**src/rtl/decode_in_source.sv**
```systemverilog
// Transmit end of the LC3 decode_in bus: buffers host-loaded instructions in a
// FIFO and issues one per cycle with its PC+1, honouring stall and branch redirect.
module decode_in_source #(
  parameter int          DEPTH    = 8,
  parameter logic [15:0] PC_RESET = 16'h3000,
  localparam int         AW       = (DEPTH > 1) ? $clog2(DEPTH) : 1,
  localparam int         CW       = $clog2(DEPTH) + 1
) (
  input  logic          clock,
  input  logic          reset,
  input  logic          load_valid,
  input  logic [15:0]   load_instr,
  output logic          load_ready,
  input  logic          stall,
  input  logic          br_taken,
  input  logic [15:0]   br_target,
  output logic [15:0]   instr_dout,
  output logic          enable_decode,
  output logic [15:0]   npc_in,
  output logic [15:0]   pc_out,
  output logic [CW-1:0] count,
  output logic [1:0]    state
);

  typedef enum logic [1:0] {
    S_EMPTY = 2'd0,
    S_ISSUE = 2'd1,
    S_STALL = 2'd2
  } state_t;

  localparam logic [CW-1:0] FULL = CW'(DEPTH);

  state_t        state_q;
  state_t        state_d;
  logic [15:0]   mem [DEPTH];
  logic [AW-1:0] wr_ptr;
  logic [AW-1:0] rd_ptr;
  logic [15:0]   pc;
  logic          wr_en;
  logic          rd_en;
  logic [CW-1:0] count_d;

  // Load handshake: a transfer happens on any edge where load_valid and
  // load_ready are both high; load_ready depends only on occupancy, never on
  // load_valid, so an issue on the same edge cannot open room for a write.
  assign load_ready = (count < FULL);
  assign wr_en      = load_valid && load_ready;
  assign rd_en      = (count != '0) && !stall;
  assign pc_out     = pc;
  assign state      = state_q;

  always_comb begin
    count_d = count;
    unique case ({wr_en, rd_en})
      2'b10:   count_d = count + CW'(1);
      2'b01:   count_d = count - CW'(1);
      default: count_d = count;
    endcase
  end

  // Storage carries no reset; resetting the pointers and count discards it.
  always_ff @(posedge clock) begin
    if (wr_en) begin
      mem[wr_ptr] <= load_instr;
    end
  end

  always_ff @(posedge clock) begin
    if (reset) begin
      wr_ptr        <= '0;
      rd_ptr        <= '0;
      count         <= '0;
      pc            <= PC_RESET;
      instr_dout    <= 16'h0000;
      npc_in        <= 16'h0000;
      enable_decode <= 1'b0;
    end else begin
      count         <= count_d;
      enable_decode <= rd_en;
      if (wr_en) begin
        wr_ptr <= wr_ptr + AW'(1);
      end
      if (rd_en) begin
        instr_dout <= mem[rd_ptr];
        npc_in     <= pc + 16'd1;
        rd_ptr     <= rd_ptr + AW'(1);
      end
      // Redirect wins over the increment; an instruction issued on the same
      // edge still carries the pre-redirect pc + 1.
      if (br_taken) begin
        pc <= br_target;
      end else if (rd_en) begin
        pc <= pc + 16'd1;
      end
    end
  end

  always_ff @(posedge clock) begin
    if (reset) begin
      state_q <= S_EMPTY;
    end else begin
      state_q <= state_d;
    end
  end

  always_comb begin
    state_d = state_q;
    unique case (state_q)
      S_EMPTY: begin
        if (wr_en) begin
          state_d = S_ISSUE;
        end
      end
      S_ISSUE: begin
        if (stall) begin
          state_d = S_STALL;
        end else if (count_d == '0) begin
          state_d = S_EMPTY;
        end
      end
      S_STALL: begin
        if (!stall) begin
          state_d = (count_d != '0) ? S_ISSUE : S_EMPTY;
        end
      end
      default: state_d = S_EMPTY;
    endcase
  end

endmodule

```
**config.mk**
```make
export PLATFORM = sky130hd
export DESIGN_NAME = decode_in_source
export DESIGN_NICKNAME = d
export VERILOG_FILES = /design/src/rtl/decode_in_source.sv
export SDC_FILE = /design/constraint.sdc
export NUM_CORES = 1
export LEC_CHECK = 0
export CORE_AREA = 2 2 151 153
export CTS_CLUSTER_DIAMETER = 60
export DETAILED_ROUTE_END_ITERATION = 8
export DIE_AREA = 0 0 153 155
export SYNTH_ARGS = -nofsm -noshare
export SYNTH_HDL_FRONTEND = slang
export SYNTH_SLANG_ARGS = --single-unit
```
**constraint.sdc**
```tcl
create_clock -name clock -period 3.6 [get_ports clock]
set_input_delay 0.72 -clock clock [delete_from_list [all_inputs] [get_ports clock]]
set_output_delay 0.72 -clock clock [all_outputs]
set_load 0.01 [all_outputs]
```
==> flow_metrics.py, run 1 <==
# Physical implementation metrics
metrics = {
    "drt": {
        "drcViolationCount": 0,
        "vias_per_cell": 4.872,
        "drtPass1Iterations": 4,
        "drtIter0Drc": 206,
        "ant_nets": 0,
    },
    "pwr": {
        "clkPwrFrac_pct": 29.2,
        "pg_seq_mw": 2.82,
        "total_leakage_power_nw": 3.086,
        "pg_clk_mw": 1.82,
        "power.switching_mw": 1.838,
        "ir_worst_vdd_mv": 0.4694,
        "p_comb_mw": 1.61,
        "seqPwrFrac_pct": 45.1,
        "total_power_mw": 6.252,
        "p_comb_share_pct": 25.8,
        "maxPowerGroup": "sequential cells",
        "power_density_mw_per_mm2": 661.7,
    },
    "placed_design": {
        "place_ws_ns": 0.2660,
        "dp.cells": 871,
        "post-dp-hpwl_mm": 9.837,
        "place_area_mm2": 0.008869,
    },
    "critical_path": {
        "critPathSlowestCell": "clkdlybuf4s50_1",
        "end_kind": "flip-flop",
        "arrival_ns": 3.25,
        "crit_path_max_fanout": 6,
        "r2r-start": "count[0]",
        "worst-path-buf-inv": 2,
        "path_depth": 12,
        "crit_family": "buffers and inverters",
        "startpoint_type": "primary input",
        "reg2regPathDepth": 12,
        "max_stage_delay_ns": 0.48,
        "r2r-end": "state[0]",
        "cp-startpoint": "stall",
        "crit_type": "in -> reg",
        "r2r_slack_ns": 0.89,
        "required_ns": 3.93,
    },
    "logic_synthesis": {
        "ys_top_logic_family": "multiplexers",
        "ys_sh_adder_pct": 0.9820,
        "ys_sh_mux_pct": 13.36,
        "ys_types": 40,
        "synthCells": 511,
        "yosys.area_share.simple_pct": 7.938,
        "synth_area_leader_cell": "edfxtp_1",
        "top_cells_by_count": "128 x edfxtp_1, 68 x nor2_1, 61 x dfxtp_1",
        "floorplan.nets": 554,
        "yosysTopAreaCellShare_pct": 50.28,
        "ys_area_mm2": 0.007645,
        "area_leaders": "edfxtp_1 50%, dfxtp_1 16%, mux4_2 9.4%",
        "synth_area_per_cell_um2": 14.96,
        "syn_area_mm2": 0.007645,
        "yosysSeqAreaShare_pct": 66.25,
        "yosys.cell_count.top_type": "edfxtp_1",
        "synth_stat.cells": 511,
        "ys.flop_type": "edfxtp_1",
        "numSynthFlops": 189,
        "yosys_warnings": 0,
        "synth-compound-area-share_pct": 4.419,
        "synth-async-reset-ratio_pct": 0,
        "xor_share_pct": 4.239,
    },
    "job": {
        "warning_count": 27,
        "cap_violations": 0,
    },
    "sta": {
        "final_hold_viol_count": 0,
        "finalCritPeriodShare_pct": 81.16,
        "setup_viol": 0,
        "finalMaxSlewViolations": 0,
        "relSlewSlack_pct": 37.17,
        "timing.final.ws_setup_ns": 0.6784,
        "timing.fmax_mhz": 342.3,
        "setup-tns-final_ns": 0,
        "worst_hold_slack_ns": 0.4682,
        "tightest_slew_ns": 0.9425,
        "finalClockSkew_ns": 0.01658,
        "rsz0062_at_grt": "no",
    },
    "final_layout": {
        "largest_register": "mem",
        "fin_cells": 903,
        "most-common-layout-cells": "128 x edfxtp_1, 91 x clkdlybuf4s50_1, 68 x nor2_1",
        "final_area_mm2": 0.009448,
        "fin_util_pct": 42.50,
        "nets": 648,
        "final_common_cell": "edfxtp_1",
        "final.fill_count": 1990,
        "area_growth_syn_to_layout_pct": 23.58,
        "antennaDiodeCount": 0,
        "largest_reg_flops": 128,
    },
    "floorplan": {
        "dieArea_mm2": 0.02372,
        "die_h_um": 155,
        "fp_util_pct": 34.39,
        "die_w_um": 153,
        "fp-row-count": 55,
    },
    "min_path": {
        "worst_hold_path_type": "reg -> reg",
        "hp-start": "npc_in[1]",
        "hold_end": "npc_in[1]",
        "whs_path_depth": 2,
    },
    "global_route": {
        "grt_max_degree": 53,
        "grt_pass1_vias": 4403,
        "grt_pass1_wl_mm": 24.78,
        "globalRouteOverflowTotal": 0,
    },
    "clocking": {
        "post_cts_buffers": 0,
        "cts.path.max_buffers": 2,
        "cts_root_buffer": "clkbuf_16",
        "cts.htree.levels": 4,
        "post_cts_resized": 0,
        "cts_buffers": 17,
        "clkLatencyLatePin_ns": 0.43,
        "cts_tree": "done",
        "cts_hold_buf": 0,
    },
    "run_status": {
        "status": "finished, final reports clean",
    },
}
-- run 1: routing by layer --
metal  wire length, µm  global-route usage [%]  part of all wire, %  vias up
met5                 0                       0                    0        -
met1              7038                   17.13                   44     2178
met3               892                   3.983                  5.6        5
li1                  -                       -                    -     2096
met2              7877                   23.25                   50      120
met4                57                   3.660                 0.36        0
-- run 1: area by class of cell --
type                            instances  area [µm²]  area share (%)
Clock buffer                           18       429.2           4.542
Clock inverter                         14       150.1           1.589
Inverter                                5       21.27          0.2251
Multi-Input combinational cell        284        2375           25.14
Sequential cell                       189        5067           53.64
Tap cell                              285       356.6           3.774
Timing Repair Buffer                  108        1049           11.10
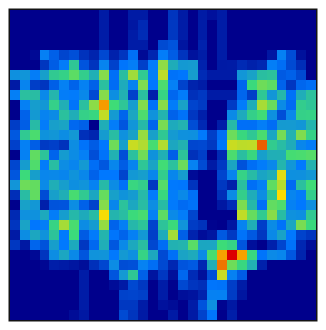
Fig. 1. Wiring heat map (run 1).
(2 px per µm) The die is cut into 31 by 31 equal tiles; dark blue is low, red is high, scaled to the fullest tile. Values are wire area over tile area, all layers added.
The densest ninth of the die: east. 8.3% of the tiles are over half the peak. 26% of the tiles are nearly empty. The fullest tile reaches 0.49.
drt wl/cell: 17.57 µm
Via Count: 4399
Total GRT Usage: 13.65%

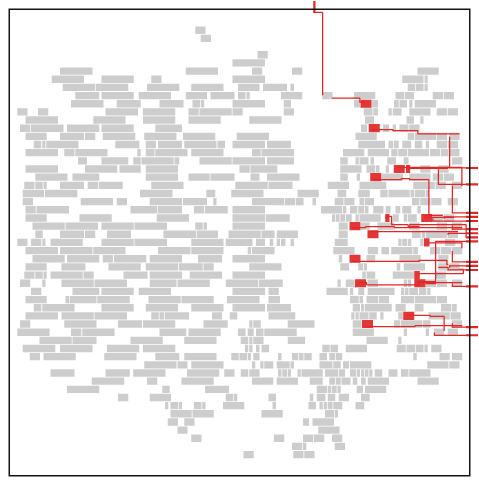
Fig. 2. Nets reached from selected ports (run 1).
(3 px per µm)
Key: red = `br_target` [bits 16, direction input, end cells 16, buffers 16, wire 577 µm]
Ports: 93
I/O Buffers: 92

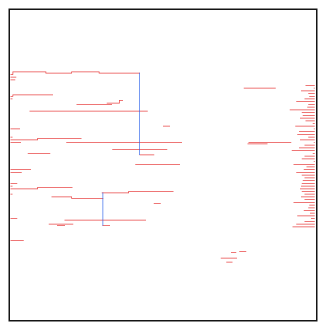
Fig. 3. Signal wires by layer (run 1).
(2 px per µm) Only two layers are drawn.
Key: red = metal 3 [wire length 893 µm]; blue = metal 4 [wire length 57.1 µm]
Routed WL: 15.87 mm

--- run 2 (diff from run 1) ---
clock period = 2.9 ns   (was 3.6 ns; I/O delays follow)
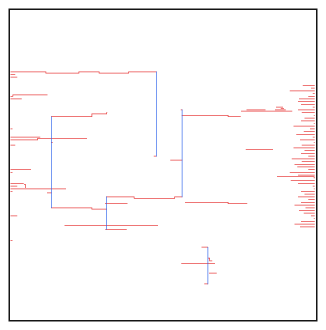
Fig. 4. Signal wires by layer (run 2).
(2 px per µm) Only two layers are drawn.
Key: red = metal 3 [wire length 855 µm]; blue = metal 4 [wire length 166 µm]
Total GRT Usage: 13.95%
Routed WL: 16.09 mm
drt wl/cell: 17.66 µm
Via Count: 4477

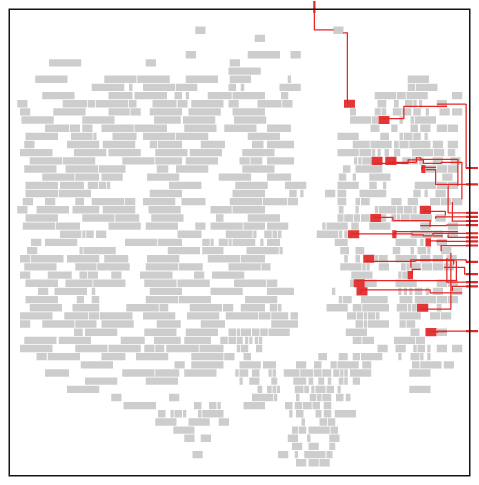
Fig. 5. Nets reached from selected ports (run 2).
(3 px per µm)
Key: red = `br_target` [bits 16, direction input, end cells 16, buffers 16, wire 588 µm]

==> flow_metrics.py, run 2 <==
# Physical implementation metrics
metrics = {
    "clocking": {
        "cts_buffers": 17,
        "cts.path.max_buffers": 2,
        "post_cts_buffers": 0,
        "cts_root_buffer": "clkbuf_16",
        "post_cts_resized": 0,
        "cts_tree": "done",
        "clkLatencyLatePin_ns": 0.43,
    },
    "drt": {
        "wl_met3_um": 854,
        "ant_nets": 0,
        "drtPass1Iterations": 4,
        "drtIter0Drc": 198,
        "top_layer": "met4",
        "drcViolationCount": 0,
    },
    "floorplan": {
        "io_pins": 93,
        "die_h_um": 155,
        "fp_util_pct": 34.39,
        "die_w_um": 153,
        "dieArea_mm2": 0.02372,
    },
    "global_route": {
        "grt_pass1_vias": 4559,
        "grt_util_met3_pct": 3.928,
        "met2_usage_pct": 23.64,
        "grt_pass1_wl_mm": 25.43,
        "busiest_layer": "met2",
        "use_met1_pct": 17.71,
    },
    "sta": {
        "finalCritPeriodShare_pct": 87.98,
        "rsz0062_at_grt": "no",
        "finalClockSkew_ns": 0.008662,
        "setup-tns-final_ns": 0,
        "final_hold_viol_count": 0,
        "relSlewSlack_pct": 47.75,
        "setup_viol": 0,
        "tightest_slew_ns": 0.7827,
        "worst_hold_slack_ns": 0.4566,
    },
    "pwr": {
        "p_comb_share_pct": 27.0,
        "pg_clk_mw": 2.28,
        "seqPwrFrac_pct": 44.0,
        "p_comb_mw": 2.12,
        "pg_seq_mw": 3.45,
        "power.switching_mw": 2.375,
        "power_density_mw_per_mm2": 824.3,
        "clkPwrFrac_pct": 29.1,
        "maxPowerGroup": "sequential cells",
        "total_power_mw": 7.844,
    },
    "logic_synthesis": {
        "yosysSeqAreaShare_pct": 66.25,
        "yosys.area_share.simple_pct": 7.938,
        "ys_sh_adder_pct": 0.9820,
        "yosys_warnings": 0,
        "yosysTopAreaCellShare_pct": 50.28,
        "numSynthFlops": 189,
        "synth_stat.cells": 511,
        "ys.flop_type": "edfxtp_1",
        "synth-compound-area-share_pct": 4.419,
        "synth-async-reset-ratio_pct": 0,
        "synth_area_leader_cell": "edfxtp_1",
        "floorplan.nets": 554,
        "syn_area_mm2": 0.007645,
        "top_cells_by_count": "128 x edfxtp_1, 68 x nor2_1, 61 x dfxtp_1",
    },
    "final_layout": {
        "largest_reg_flops": 128,
        "nets": 656,
        "final_common_cell": "edfxtp_1",
        "largest_register": "mem",
        "register_area_mm2": 0.005066,
        "antennaDiodeCount": 0,
        "fin_util_pct": 42.81,
        "area_growth_syn_to_layout_pct": 24.48,
        "logic_area_mm2": 0.002377,
        "fin_cells": 911,
        "most-common-layout-cells": "128 x edfxtp_1, 91 x clkdlybuf4s50_1, 68 x nor2_1",
    },
    "placed_design": {
        "post-dp-hpwl_mm": 10.04,
        "place_ws_ns": -0.07603,
        "place_area_mm2": 0.008930,
        "port_buffers": 92,
    },
    "job": {
        "cap_violations": 0,
        "warning_count": 27,
    },
    "critical_path": {
        "end_kind": "flip-flop",
        "max_stage_delay_ns": 0.42,
        "critPathSlowestCell": "clkdlybuf4s50_1",
        "required_ns": 3.23,
        "cp-startpoint": "stall",
        "arrival_ns": 2.88,
        "startpoint_type": "primary input",
        "r2r_slack_ns": 0.38,
        "crit_path_max_fanout": 4,
    },
    "run_status": {
        "status": "finished, final reports clean",
    },
    "min_path": {
        "worst_hold_path_type": "reg -> reg",
    },
}
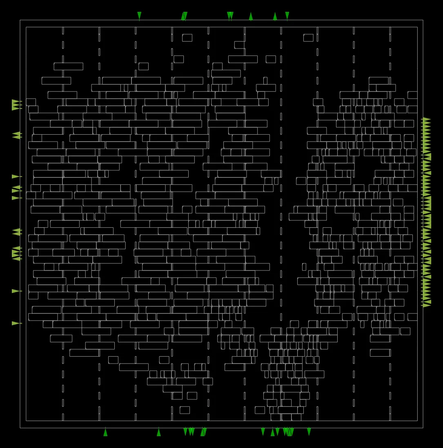
Fig. 6. Cell placement (run 2).
Layout fillers: 2021
TAP cells: 285
standard-cell rows: 55
sequential share of cell area: 53.23%
area of the core: 0.02223 mm²

## run 2: final timing paths
kind                             endpoint  cells past startpoint
worst max register to register   state[0]                     12
worst min-delay path            npc_in[1]                      2
worst max-delay path             state[0]                     12
worst min register to register  npc_in[1]                      2
## run 2: worst max-delay path: cells and delay by family
kind                       cells  cell delay (ns)
and+or+nand+nor                2             0.47
buffers and inverters          2             0.51
xor gates and xnor gates       2             0.26
muxes                          1             0.24
AOI/OAI and AO/OA              3             0.46
adders and majority gates      2             0.36
## run 2: layout make-up
cell class / instances / share of cell area, %
Sequential cell: 189 / 53.23
Multi-Input combinational cell: 284 / 24.98
Timing Repair Buffer: 116 / 11.65
Clock buffer: 17 / 4.470
Tap cell: 285 / 3.747
Clock inverter: 15 / 1.696
Inverter: 5 / 0.2235
Power is estimated from default activity; no workload was simulated.
